### Signal wires by layer

Only two layers are drawn.
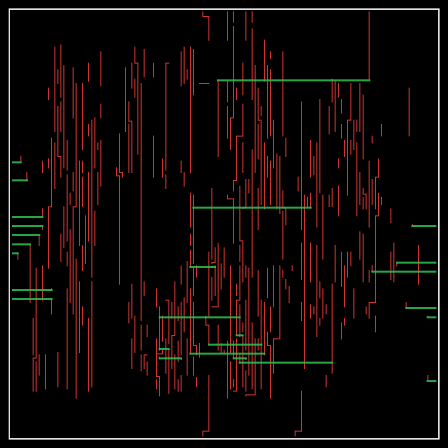
### Ports around the boundary

Pins as bars across the die edge, other pins in gray.
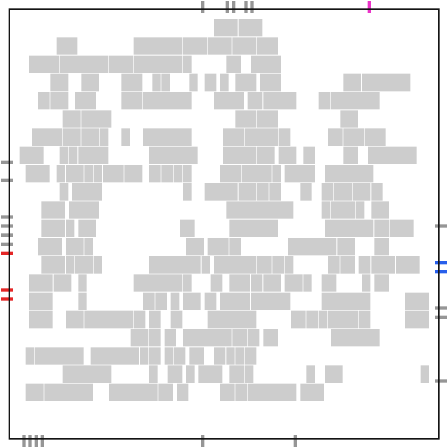
`config.mk`:
```
export PLATFORM = sky130hd
export DESIGN_NAME = move_tick_scheduler_flat
export DESIGN_NICKNAME = d
export VERILOG_FILES = /design/src/rtl/move_tick_scheduler_if.sv /design/src/rtl/move_tick_scheduler.sv /design/src/flat_wrapper.sv
export SDC_FILE = /design/constraint.sdc
export NUM_CORES = 1
export LEC_CHECK = 0
export CAP_MARGIN = 20
export CORE_UTILIZATION = 40
export CTS_CLUSTER_DIAMETER = 100
export DETAILED_ROUTE_END_ITERATION = 16
export MAX_ROUTING_LAYER = met4
export SYNTH_ARGS = -nofsm -noshare
export SYNTH_HDL_FRONTEND = slang
export SYNTH_SLANG_ARGS = --single-unit
```
`constraint.sdc`:
```
create_clock -name clk -period 2.7 [get_ports clk]
set_clock_uncertainty 0.1 [all_clocks]
set_input_delay 0.54 -clock clk [delete_from_list [all_inputs] [get_ports clk]]
set_output_delay 0.54 -clock clk [all_outputs]
set_load 0.03 [all_outputs]
```
`src/rtl/move_tick_scheduler_if.sv`:
```
// Handshake/status bundle between game_control, snake_control and move_tick_scheduler.
// The master side drives game status and acks; the slave side (the scheduler) drives move requests.
interface move_tick_scheduler_if;
    logic [1:0] status;
    logic [1:0] SW;
    logic [6:0] score;
    logic       frame_start;
    logic       move_ack;
    logic       pause_key;
    logic       move_req;
    logic [4:0] period;
    logic [2:0] level;
    logic       paused;
    logic       overrun;

    modport master (
        output status, SW, score, frame_start, move_ack, pause_key,
        input  move_req, period, level, paused, overrun
    );

    modport slave (
        input  status, SW, score, frame_start, move_ack, pause_key,
        output move_req, period, level, paused, overrun
    );
endinterface

```
`src/rtl/move_tick_scheduler.sv`:
```
// Frame-aligned snake step pacer: issues one move_req per game step, period shrinking with score.
// Define MOVE_PAUSE_EN to build in the pause_key toggle; without it paused is tied low.
module move_tick_scheduler #(
    parameter int BASE0       = 12,
    parameter int BASE1       = 8,
    parameter int BASE2       = 6,
    parameter int BASE3       = 4,
    parameter int MIN_PERIOD  = 2,
    parameter int LEVEL_SHIFT = 3,
    parameter int ACK_TIMEOUT = 64
) (
    input  logic                 clk,
    input  logic                 rst_n,
    move_tick_scheduler_if.slave bus
);
    localparam int TW = $clog2(ACK_TIMEOUT + 1);

    typedef enum logic [1:0] {IDLE, COUNT, REQ} state_t;

    state_t        state;
    logic [4:0]    cnt;
    logic [TW-1:0] timer;
    logic [4:0]    base;
    logic [6:0]    score_lvl;
    logic [2:0]    level_next;
    logic [4:0]    period_next;
    logic          playing;
    logic          advance;

    assign playing   = (bus.status == 2'b01);
    assign score_lvl = bus.score >> LEVEL_SHIFT;

    // Candidate step length for the next interval; only sampled when COUNT is (re)entered.
    always_comb begin
        base = 5'(BASE0);
        case (bus.SW)
            2'b00:   base = 5'(BASE0);
            2'b01:   base = 5'(BASE1);
            2'b10:   base = 5'(BASE2);
            default: base = 5'(BASE3);
        endcase
        level_next = (score_lvl > 7'd7) ? 3'd7 : score_lvl[2:0];
        if ({1'b0, base} >= ({3'b000, level_next} + 6'(MIN_PERIOD)))
            period_next = base - {2'b00, level_next};
        else
            period_next = 5'(MIN_PERIOD);
    end

`ifdef MOVE_PAUSE_EN
    assign advance = bus.frame_start && !bus.paused;
`else
    logic unused_pause;
    assign advance      = bus.frame_start;
    assign unused_pause = bus.pause_key;
    assign bus.paused   = 1'b0;
`endif

    always_ff @(posedge clk) begin
        if (!rst_n) begin
            state        <= IDLE;
            cnt          <= '0;
            timer        <= '0;
            bus.move_req <= 1'b0;
            bus.period   <= 5'(BASE0);
            bus.level    <= 3'd0;
            bus.overrun  <= 1'b0;
`ifdef MOVE_PAUSE_EN
            bus.paused   <= 1'b0;
`endif
        end else begin
`ifdef MOVE_PAUSE_EN
            if (!playing)
                bus.paused <= 1'b0;
            else if (bus.pause_key)
                bus.paused <= !bus.paused;
`endif
            if (!playing) begin
                state        <= IDLE;
                bus.move_req <= 1'b0;
            end else begin
                case (state)
                    IDLE: begin
                        state       <= COUNT;
                        cnt         <= '0;
                        bus.period  <= period_next;
                        bus.level   <= level_next;
                        bus.overrun <= 1'b0;
                    end
                    COUNT: begin
                        if (advance) begin
                            if (cnt == bus.period - 5'd1) begin
                                state        <= REQ;
                                bus.move_req <= 1'b1;
                                timer        <= '0;
                            end else begin
                                cnt <= cnt + 5'd1;
                            end
                        end
                    end
                    REQ: begin
                        // A frame boundary passing with the request still pending means a missed step.
                        if (bus.frame_start)
                            bus.overrun <= 1'b1;
                        if (bus.move_ack) begin
                            state        <= COUNT;
                            bus.move_req <= 1'b0;
                            cnt          <= '0;
                            bus.period   <= period_next;
                            bus.level    <= level_next;
                        end else if (timer == TW'(ACK_TIMEOUT - 1)) begin
                            state        <= COUNT;
                            bus.move_req <= 1'b0;
                            bus.overrun  <= 1'b1;
                            cnt          <= '0;
                            bus.period   <= period_next;
                            bus.level    <= level_next;
                        end else begin
                            timer <= timer + 1'b1;
                        end
                    end
                    default: state <= IDLE;
                endcase
            end
        end
    end
endmodule

```
`src/flat_wrapper.sv`:
```
// flat-port wrapper written by rule: the top's interface ports become plain ports
module move_tick_scheduler_flat 
#(
    parameter int BASE0       = 12,
    parameter int BASE1       = 8,
    parameter int BASE2       = 6,
    parameter int BASE3       = 4,
    parameter int MIN_PERIOD  = 2,
    parameter int LEVEL_SHIFT = 3,
    parameter int ACK_TIMEOUT = 64
)
  (clk, rst_n, bus_status, bus_SW, bus_score, bus_frame_start, bus_move_ack, bus_pause_key, bus_move_req, bus_period, bus_level, bus_paused, bus_overrun);
  move_tick_scheduler_if bus_i ();
  input  logic clk;
  input  logic rst_n;
  input wire logic [$bits(bus_i.status)-1:0] bus_status;
  input wire logic [$bits(bus_i.SW)-1:0] bus_SW;
  input wire logic [$bits(bus_i.score)-1:0] bus_score;
  input wire logic [$bits(bus_i.frame_start)-1:0] bus_frame_start;
  input wire logic [$bits(bus_i.move_ack)-1:0] bus_move_ack;
  input wire logic [$bits(bus_i.pause_key)-1:0] bus_pause_key;
  output wire logic [$bits(bus_i.move_req)-1:0] bus_move_req;
  output wire logic [$bits(bus_i.period)-1:0] bus_period;
  output wire logic [$bits(bus_i.level)-1:0] bus_level;
  output wire logic [$bits(bus_i.paused)-1:0] bus_paused;
  output wire logic [$bits(bus_i.overrun)-1:0] bus_overrun;
  assign bus_i.status = bus_status;
  assign bus_i.SW = bus_SW;
  assign bus_i.score = bus_score;
  assign bus_i.frame_start = bus_frame_start;
  assign bus_i.move_ack = bus_move_ack;
  assign bus_i.pause_key = bus_pause_key;
  assign bus_move_req = bus_i.move_req;
  assign bus_period = bus_i.period;
  assign bus_level = bus_i.level;
  assign bus_paused = bus_i.paused;
  assign bus_overrun = bus_i.overrun;
  move_tick_scheduler #(.BASE0(BASE0), .BASE1(BASE1), .BASE2(BASE2), .BASE3(BASE3), .MIN_PERIOD(MIN_PERIOD), .LEVEL_SHIFT(LEVEL_SHIFT), .ACK_TIMEOUT(ACK_TIMEOUT)) u_core (.clk(clk), .rst_n(rst_n), .bus(bus_i));
endmodule
```
==> flow_metrics.py <==
# Generated from Yosys and OpenROAD reports
metrics = {
    "worst_hold_path": {
        "min-delay-path-class": "reg2reg",
    },
    "pwr": {
        "p_comb_share_pct": 20.8,
        "powerDensity_nw_per_um2": 415,
        "switching_power_share_of_the_total_pct": 27.6,
        "total_sequential_power_w": 0.000374,
        "comb-power_w": 0.000163,
    },
    "clocking": {
        "max_clock_buf_depth": 2,
        "cts.htree.levels": 1,
        "numCtsBuffers": 3,
        "cts_setup_buffers": 0,
    },
    "synthesis": {
        "yosys.cell_types.count": 49,
        "largest_area_cell": "sky130_fd_sc_hd__dfxtp_1",
        "postSynthAreaPerCell_um2": 8.50,
        "synth_top_flop_cell": "sky130_fd_sc_hd__dfxtp_1",
        "yosys.area_share.xor_xnor_pct": 4.01,
        "synth.ff_latch_count": 24,
        "synth.area.top_cells": "sky130_fd_sc_hd__dfxtp_1, sky130_fd_sc_hd__ha_1, sky130_fd_sc_hd__a21oi_1",
    },
    "drt": {
        "wirelength_um": 3550,
        "routedWlPerCell_um": 13.8,
        "violation_tally_from_detailed_route_iteration_zero": 61,
        "routed-via-count": 1414,
        "drt_pass1_iterations": 4,
    },
    "global_route": {
        "grt_overflow_total": 0,
        "grt_max_degree": 14,
        "globalRouteMet2Util_pct": 34.6,
        "globalRouteMet1Util_pct": 23.4,
        "grt_use_total_pct": 19.4,
        "grt.busiest_layer": "met2",
    },
    "outcome": {
        "outcome": "finished clean",
    },
    "final_layout": {
        "non_clock_buffer_count": 29,
        "finish.cell_count_without_fillers": 257,
        "layout_cell_share_with_drive_strength_beyond_1_pct": 9.09,
        "clockBufferCount": 4,
        "share_of_the_core_filled_with_cells_in_the_final_layout_pct": 51.6,
        "final-clk-cell-share_pct": 2.92,
        "layout-area-overhead-vs-synth_pct": 23.4,
    },
    "critical_path": {
        "worst_path_dominant_cell_family": "buffers and inverters",
        "cp.buffers_inverters": 3,
        "worst-path-max-fanout": 4,
        "r2r_cells": 8,
        "cp_slowest_stage_delay_ps": 440,
    },
    "placement": {
        "dp_hpwl_um": 2780,
        "finalWeightedCongestion": 0.871,
    },
    "final_timing": {
        "layout_setup_ws_ps": 237,
        "layout_min_cycle_time_ps": 2460,
        "timing.final.setup_violations": 0,
    },
    "floorplan": {
        "overall_die_area_um2": 4080,
        "core_area_um2": 3660,
    },
    "flow_run": {
        "maxCapViolations": 0,
    },
}
-- 'Signal wires by layer' (at the start) --
met3: marked green, wire length 151 um. met2: marked red, wire length 1720 um.

-- 'Ports around the boundary' (at the start) --
bus_level: marked red, pins 3, direction output, edge left. clk: marked magenta, pins 1, direction input, edge top. bus_status: marked blue, pins 2, direction input, edge right.
count of input and output buffers: 21
die y size: 63.9 um

## layout by cell type, fill, tap and decap left out, types with 2 or more instances in the layout
master | synthesis | layout
sky130_fd_sc_hd__a211oi_1 | 6 | 6
sky130_fd_sc_hd__a21o_1 | 2 | 2
sky130_fd_sc_hd__a21oi_1 | 15 | 15
sky130_fd_sc_hd__buf_4 | 1 | 8
sky130_fd_sc_hd__clkbuf_8 | 0 | 4
sky130_fd_sc_hd__clkdlybuf4s50_1 | 0 | 21
sky130_fd_sc_hd__dfxtp_1 | 24 | 24
sky130_fd_sc_hd__ha_1 | 9 | 9
sky130_fd_sc_hd__inv_1 | 13 | 13
sky130_fd_sc_hd__nand2_1 | 17 | 17
sky130_fd_sc_hd__nand2b_1 | 3 | 3
sky130_fd_sc_hd__nand3_1 | 6 | 6
sky130_fd_sc_hd__nand3b_1 | 2 | 2
sky130_fd_sc_hd__nor2_1 | 11 | 11
sky130_fd_sc_hd__nor2b_1 | 5 | 5
sky130_fd_sc_hd__nor3_1 | 4 | 4
sky130_fd_sc_hd__nor4_1 | 5 | 5
sky130_fd_sc_hd__o211ai_1 | 3 | 3
sky130_fd_sc_hd__o21a_1 | 4 | 4
sky130_fd_sc_hd__o21ai_0 | 5 | 5
sky130_fd_sc_hd__o21ai_1 | 5 | 5
sky130_fd_sc_hd__o22ai_1 | 3 | 3
sky130_fd_sc_hd__o311ai_1 | 2 | 2
sky130_fd_sc_hd__o31a_1 | 3 | 3
sky130_fd_sc_hd__xnor2_1 | 5 | 5
sky130_fd_sc_hd__xor2_1 | 2 | 2
## routing by layer
layer | vias to the layer above | share of wire, %
li1 | 723 | -
met1 | 654 | 47
met2 | 37 | 48
met3 | 0 | 4.3
met4 | 0 | 0
met5 | - | 0
Power and IR drop assume default switching activity.
